==> config.mk <==
export PLATFORM = sky130hd
export DESIGN_NAME = btn_debounce_latch_flat
export DESIGN_NICKNAME = d
export VERILOG_FILES = /design/src/rtl/btn_debounce_latch_if.sv /design/src/rtl/btn_debounce_latch.sv /design/src/flat_wrapper.sv
export SDC_FILE = /design/constraint.sdc
export NUM_CORES = 1
export LEC_CHECK = 0
export CAP_MARGIN = 20
export CORE_MARGIN = 4
export CORE_UTILIZATION = 35
export CTS_CLUSTER_DIAMETER = 30
export DETAILED_ROUTE_END_ITERATION = 6
export GPL_TIMING_DRIVEN = 1
export PLACE_DENSITY_LB_ADDON = 0.08
export SLEW_MARGIN = 20
export SYNTH_ARGS = -nofsm -noshare
export SYNTH_HDL_FRONTEND = slang
export SYNTH_SLANG_ARGS = --single-unit
==> constraint.sdc <==
create_clock -name clk190hz -period 2.9 [get_ports clk190hz]
set_input_delay 0.58 -clock clk190hz [delete_from_list [all_inputs] [get_ports clk190hz]]
set_output_delay 0.58 -clock clk190hz [all_outputs]
set_load 0.03 [all_outputs]
==> src/rtl/btn_debounce_latch_if.sv <==
// btn_debounce_latch_if: button/display bundle; master drives btn_raw, tog_mode, clr and reads nib1, nib2, press
interface btn_debounce_latch_if;
  logic [7:0] btn_raw;
  logic       tog_mode;
  logic       clr;
  logic [3:0] nib1;
  logic [3:0] nib2;
  logic [7:0] press;
  modport master (output btn_raw, tog_mode, clr, input nib1, nib2, press);
  modport slave  (input btn_raw, tog_mode, clr, output nib1, nib2, press);
endinterface

==> src/rtl/btn_debounce_latch.sv <==
// btn_debounce_latch: sync+debounce 8 buttons into nib1/nib2 (level or toggle view) and press pulses; ports clk190hz, rst (async active-low), bus (btn_raw, tog_mode, clr -> nib1, nib2, press)
module btn_debounce_latch #(
  parameter int DB_CNT = 4,
  parameter int CW     = 3
) (
  input logic                  clk190hz,
  input logic                  rst,
  btn_debounce_latch_if.slave  bus
);
  logic [7:0]    s1_q, s2_q, stable_q, stable_d, tog_q, tog_d, press_q, press_d;
  logic [CW-1:0] cnt_q [8];
  logic [CW-1:0] cnt_d [8];
  always_comb begin
    stable_d = stable_q;
    for (int i = 0; i < 8; i++) begin
      stable_d[i] = (s2_q[i] != stable_q[i] && cnt_q[i] == CW'(DB_CNT - 1)) ? s2_q[i] : stable_q[i];
      cnt_d[i]    = (s2_q[i] == stable_q[i] || cnt_q[i] == CW'(DB_CNT - 1)) ? '0 : cnt_q[i] + CW'(1);
    end
    press_d = stable_d & ~stable_q;
    tog_d   = bus.clr ? '0 : tog_q ^ press_d;
  end
  always_ff @(posedge clk190hz or negedge rst) begin
    if (!rst) begin
      s1_q     <= '0;
      s2_q     <= '0;
      stable_q <= '0;
      tog_q    <= '0;
      press_q  <= '0;
      for (int i = 0; i < 8; i++) cnt_q[i] <= '0;
    end else begin
      s1_q     <= bus.btn_raw;
      s2_q     <= s1_q;
      stable_q <= stable_d;
      tog_q    <= tog_d;
      press_q  <= press_d;
      for (int i = 0; i < 8; i++) cnt_q[i] <= cnt_d[i];
    end
  end
  assign bus.nib1  = bus.tog_mode ? tog_q[3:0] : stable_q[3:0];
  assign bus.nib2  = bus.tog_mode ? tog_q[7:4] : stable_q[7:4];
  assign bus.press = press_q;
endmodule

==> src/flat_wrapper.sv <==
// flat-port wrapper written by rule: the top's interface ports become plain ports
module btn_debounce_latch_flat 
#(
  parameter int DB_CNT = 4,
  parameter int CW     = 3
)
  (clk190hz, rst, bus_btn_raw, bus_tog_mode, bus_clr, bus_nib1, bus_nib2, bus_press);
  btn_debounce_latch_if bus_i ();
  input logic clk190hz;
  input logic rst;
  input wire logic [$bits(bus_i.btn_raw)-1:0] bus_btn_raw;
  input wire logic [$bits(bus_i.tog_mode)-1:0] bus_tog_mode;
  input wire logic [$bits(bus_i.clr)-1:0] bus_clr;
  output wire logic [$bits(bus_i.nib1)-1:0] bus_nib1;
  output wire logic [$bits(bus_i.nib2)-1:0] bus_nib2;
  output wire logic [$bits(bus_i.press)-1:0] bus_press;
  assign bus_i.btn_raw = bus_btn_raw;
  assign bus_i.tog_mode = bus_tog_mode;
  assign bus_i.clr = bus_clr;
  assign bus_nib1 = bus_i.nib1;
  assign bus_nib2 = bus_i.nib2;
  assign bus_press = bus_i.press;
  btn_debounce_latch #(.DB_CNT(DB_CNT), .CW(CW)) u_core (.clk190hz(clk190hz), .rst(rst), .bus(bus_i));
endmodule
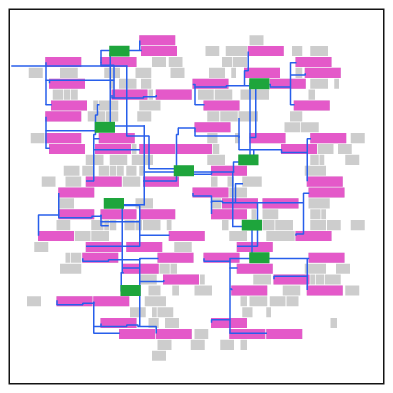
Figure 1: clock distribution.
Drawn at 4 px/um.
clock-net drivers -> green  # count 9
flip-flops -> magenta  # count 64
clock wires -> blue  # length 833 um
routed clock nets = 10

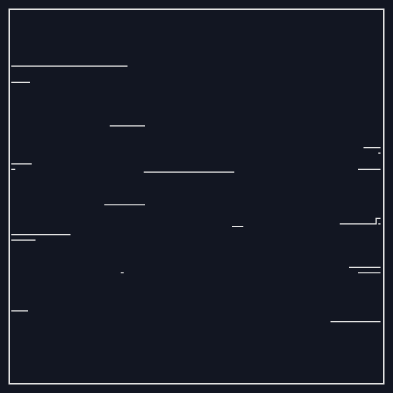
Figure 2: M3 wires.
Drawn at 4 px/um.
nets with wire on the layer = 16
longest straight run = 28.8 um
share of all routed wire = 3.8%
main direction = horizontal

==> results.yml <==
# generated from flow reports
setup_path:
  startpoint: "bus_tog_mode"
  regToRegSetupSlack_ns: 1.43
  reg2reg_from: "u_core.cnt_q[0]"
  critPathSlowestCell: "clkdlybuf4s50_1"
  end_kind: "output pin"
  cp_max_fo: 8
  crit_type: "primary input to output pin"
  cp_data_required_time_ns: 2.32
  max_stage_delay_ns: 0.60
  arrival_ns: 2.18
  critPathMostFrequentCell: "clkdlybuf4s50_1"
  cp_cell_sequence: "clkdlybuf4s50_1 > buf_12 > mux2_2 > clkdlybuf4s50_1"
die:
  core_sq_um: 6910
  ios: 28
  fp.dieH_um: 93.2
  design.die.area_sq_um: 8690
  die-width_um: 93.2
pwr:
  combPwrFrac: 0.270
  swShare: 0.291
  powerDensity_nw_per_um2: 830
  p_leak_nw: 1.42
  power.internal_mw: 1.84
route:
  drtAntennaViolNets: 0
  drt_iter0_drc: 36
  avgViaCountPerCell: 4.45
  dr.pass1.iters: 3
  num_vias: 1366
  route.detailed.drc: 0
sta:
  finalClockPeriodUsage: 0.951
  hold_viol: 0
  min_period_ns: 2.76
  rsz0062_at_grt: "no"
  finalSetupViolCount: 0
placed_design:
  gp_congestion: 0.680
  port_buffers: 27
synth:
  ys_ff: 64
  avgSynthCellArea_sq_um: 15.0
  topCellsByArea: "dfrtp_1, ha_1, mux2_2"
  yosys.area_share.simple: 0.129
  ys_sh_xor: 0.0276
  synth_top_area_share: 0.630
  ys_cells: 170
  synth_warnings: 0
  edf_count: 0
  synth_cell_type_count: 14
  synth_top_cell_by_count: "dfrtp_1"
  flop_cell: "dfrtp_1"
  fa_ha_area_frac: 0.0787
  synth_seq_share: 0.630
grt:
  grt_pass1_vias: 1459
  antenna_found_initial: 0
clocking:
  post_cts_buffers: 0
  cts-root-buf: "clkbuf_8"
  post_cts_resized: 0
  cts_tree: "built"
  clkLatencyLatePin_ns: 0.32
  cts_sinks: 64
layout:
  drive_above_1_share: 0.223
  area_growth_pct: 23.0
  nets: 236
outcome:
  run_status: "complete, no violations"
min_path:
  min_path_type: "primary input to async pin"
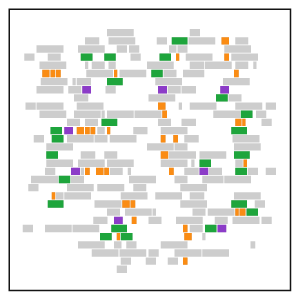
Figure 3: selected gate families.
Drawn at 3 px/um.
xor and xnor cells -> purple  # cells 8
mux cells -> green  # cells 24, where widely spread
nor cells -> orange  # cells 34
multi-input combinational area share: 0.287
final std cells w/o fill: 307
Top cell excl fill/tap: dfrtp_1

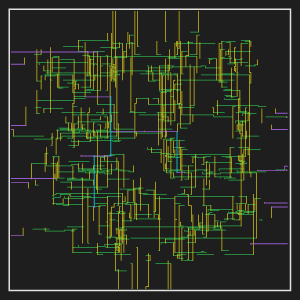
Figure 4: routed metal, one colour a layer.
Drawn at 3 px/um.
M4 -> cyan  # wire length 50.3 um
M2 -> yellow  # wire length 2010 um
M3 -> purple  # wire length 152 um
M1 -> green  # wire length 1790 um
DRT Wirelength: 4.00 mm
WL per Instance: 13.0 um

## per-stage QoR
step | std cells | power [mW] | setup slack [ns] | hold WS [ns]
2_1_floorplan | 170 | 1.72 | 1.15 | 0.284
3_3_place_gp | 293 | 1.89 | 0.149 | 0.332
3_5_place_dp | 293 | 1.96 | 0.125 | 0.335
4_1_cts | 307 | 2.65 | 0.124 | 0.265
5_1_grt | 307 | 2.76 | 0.120 | 0.308
6_report | 307 | 2.60 | 0.143 | 0.255
## critical path: cells and delay by family
kind	cells	cell delay, ns
buffers and inverters	3	1.26
multiplexers	1	0.33
## flip-flops by register name, indices dropped and copies added, names as in the netlist
register          count
u_core.cnt_q         24
u_core.bus.press      8
u_core.s1_q           8
u_core.s2_q           8
u_core.stable_q       8
u_core.tog_q          8
## routing by layer
metal | GRT usage | vias to the layer above | routed length (um)
met3 | 0.0298 | 7 | 152
met2 | 0.164 | 21 | 2010
met1 | 0.122 | 682 | 1790
met5 | 0 | - | 0
li1 | - | 656 | -
met4 | 0.0659 | 0 | 50
## cells by family after synthesis
family,Yosys count
and+or+nand+nor,48
DFF,64
buffers and inverters,10
adders and majority gates,16
muxes,24
xor gates and xnor gates,8
## layout by cell type (no fill, tap or decap)
| cell type | synthesis | layout |
|---|---|---|
| and2b_1 | 6 | 6 |
| and3b_4 | 8 | 8 |
| buf_12 | 0 | 2 |
| buf_2 | 1 | 1 |
| clkbuf_1 | 0 | 2 |
| clkbuf_8 | 0 | 12 |
| clkdlybuf4s50_1 | 0 | 26 |
| dfrtp_1 | 64 | 64 |
| ha_1 | 16 | 16 |
| inv_1 | 8 | 8 |
| mux2_2 | 16 | 16 |
| mux2_4 | 8 | 8 |
| nor2_1 | 8 | 8 |
| nor2b_1 | 2 | 2 |
| nor3_1 | 16 | 16 |
| nor3b_1 | 8 | 8 |
| xnor2_1 | 8 | 8 |
## cell type report
cell class | instances | area [sq um]
Fill cell | 651 | 3780
Sequential cell | 64 | 1600
Multi-Input combinational cell | 96 | 898
Timing Repair Buffer | 29 | 305
Clock buffer | 14 | 173
Tap cell | 96 | 120
Inverter | 8 | 30.0
## power groups by stage
| stage | clock [mW] | combinational (mW) | sequential [mW] |
|---|---|---|---|
| global route | 0.739 | 0.774 | 1.25 |
| finish | 0.677 | 0.702 | 1.22 |
| CTS | 0.706 | 0.720 | 1.22 |
| floorplan | 0 | 0.497 | 1.22 |
| global placement | 0 | 0.671 | 1.22 |
| detailed placement | 0 | 0.718 | 1.24 |
## path summary, 6_finish.rpt
check	end	depth (start not counted)
worst min register to register	u_core.s2_q[5]	0
worst max register to register	u_core.tog_q[7]	4
min in group clk190hz	u_core.s2_q[5]	0
worst max-delay path	bus_nib1[2]	4
worst min-delay path	u_core.s2_q[5]	1
max in group asynchronous	u_core.cnt_q[16]	2
Power is estimated from default activity; no workload was simulated.
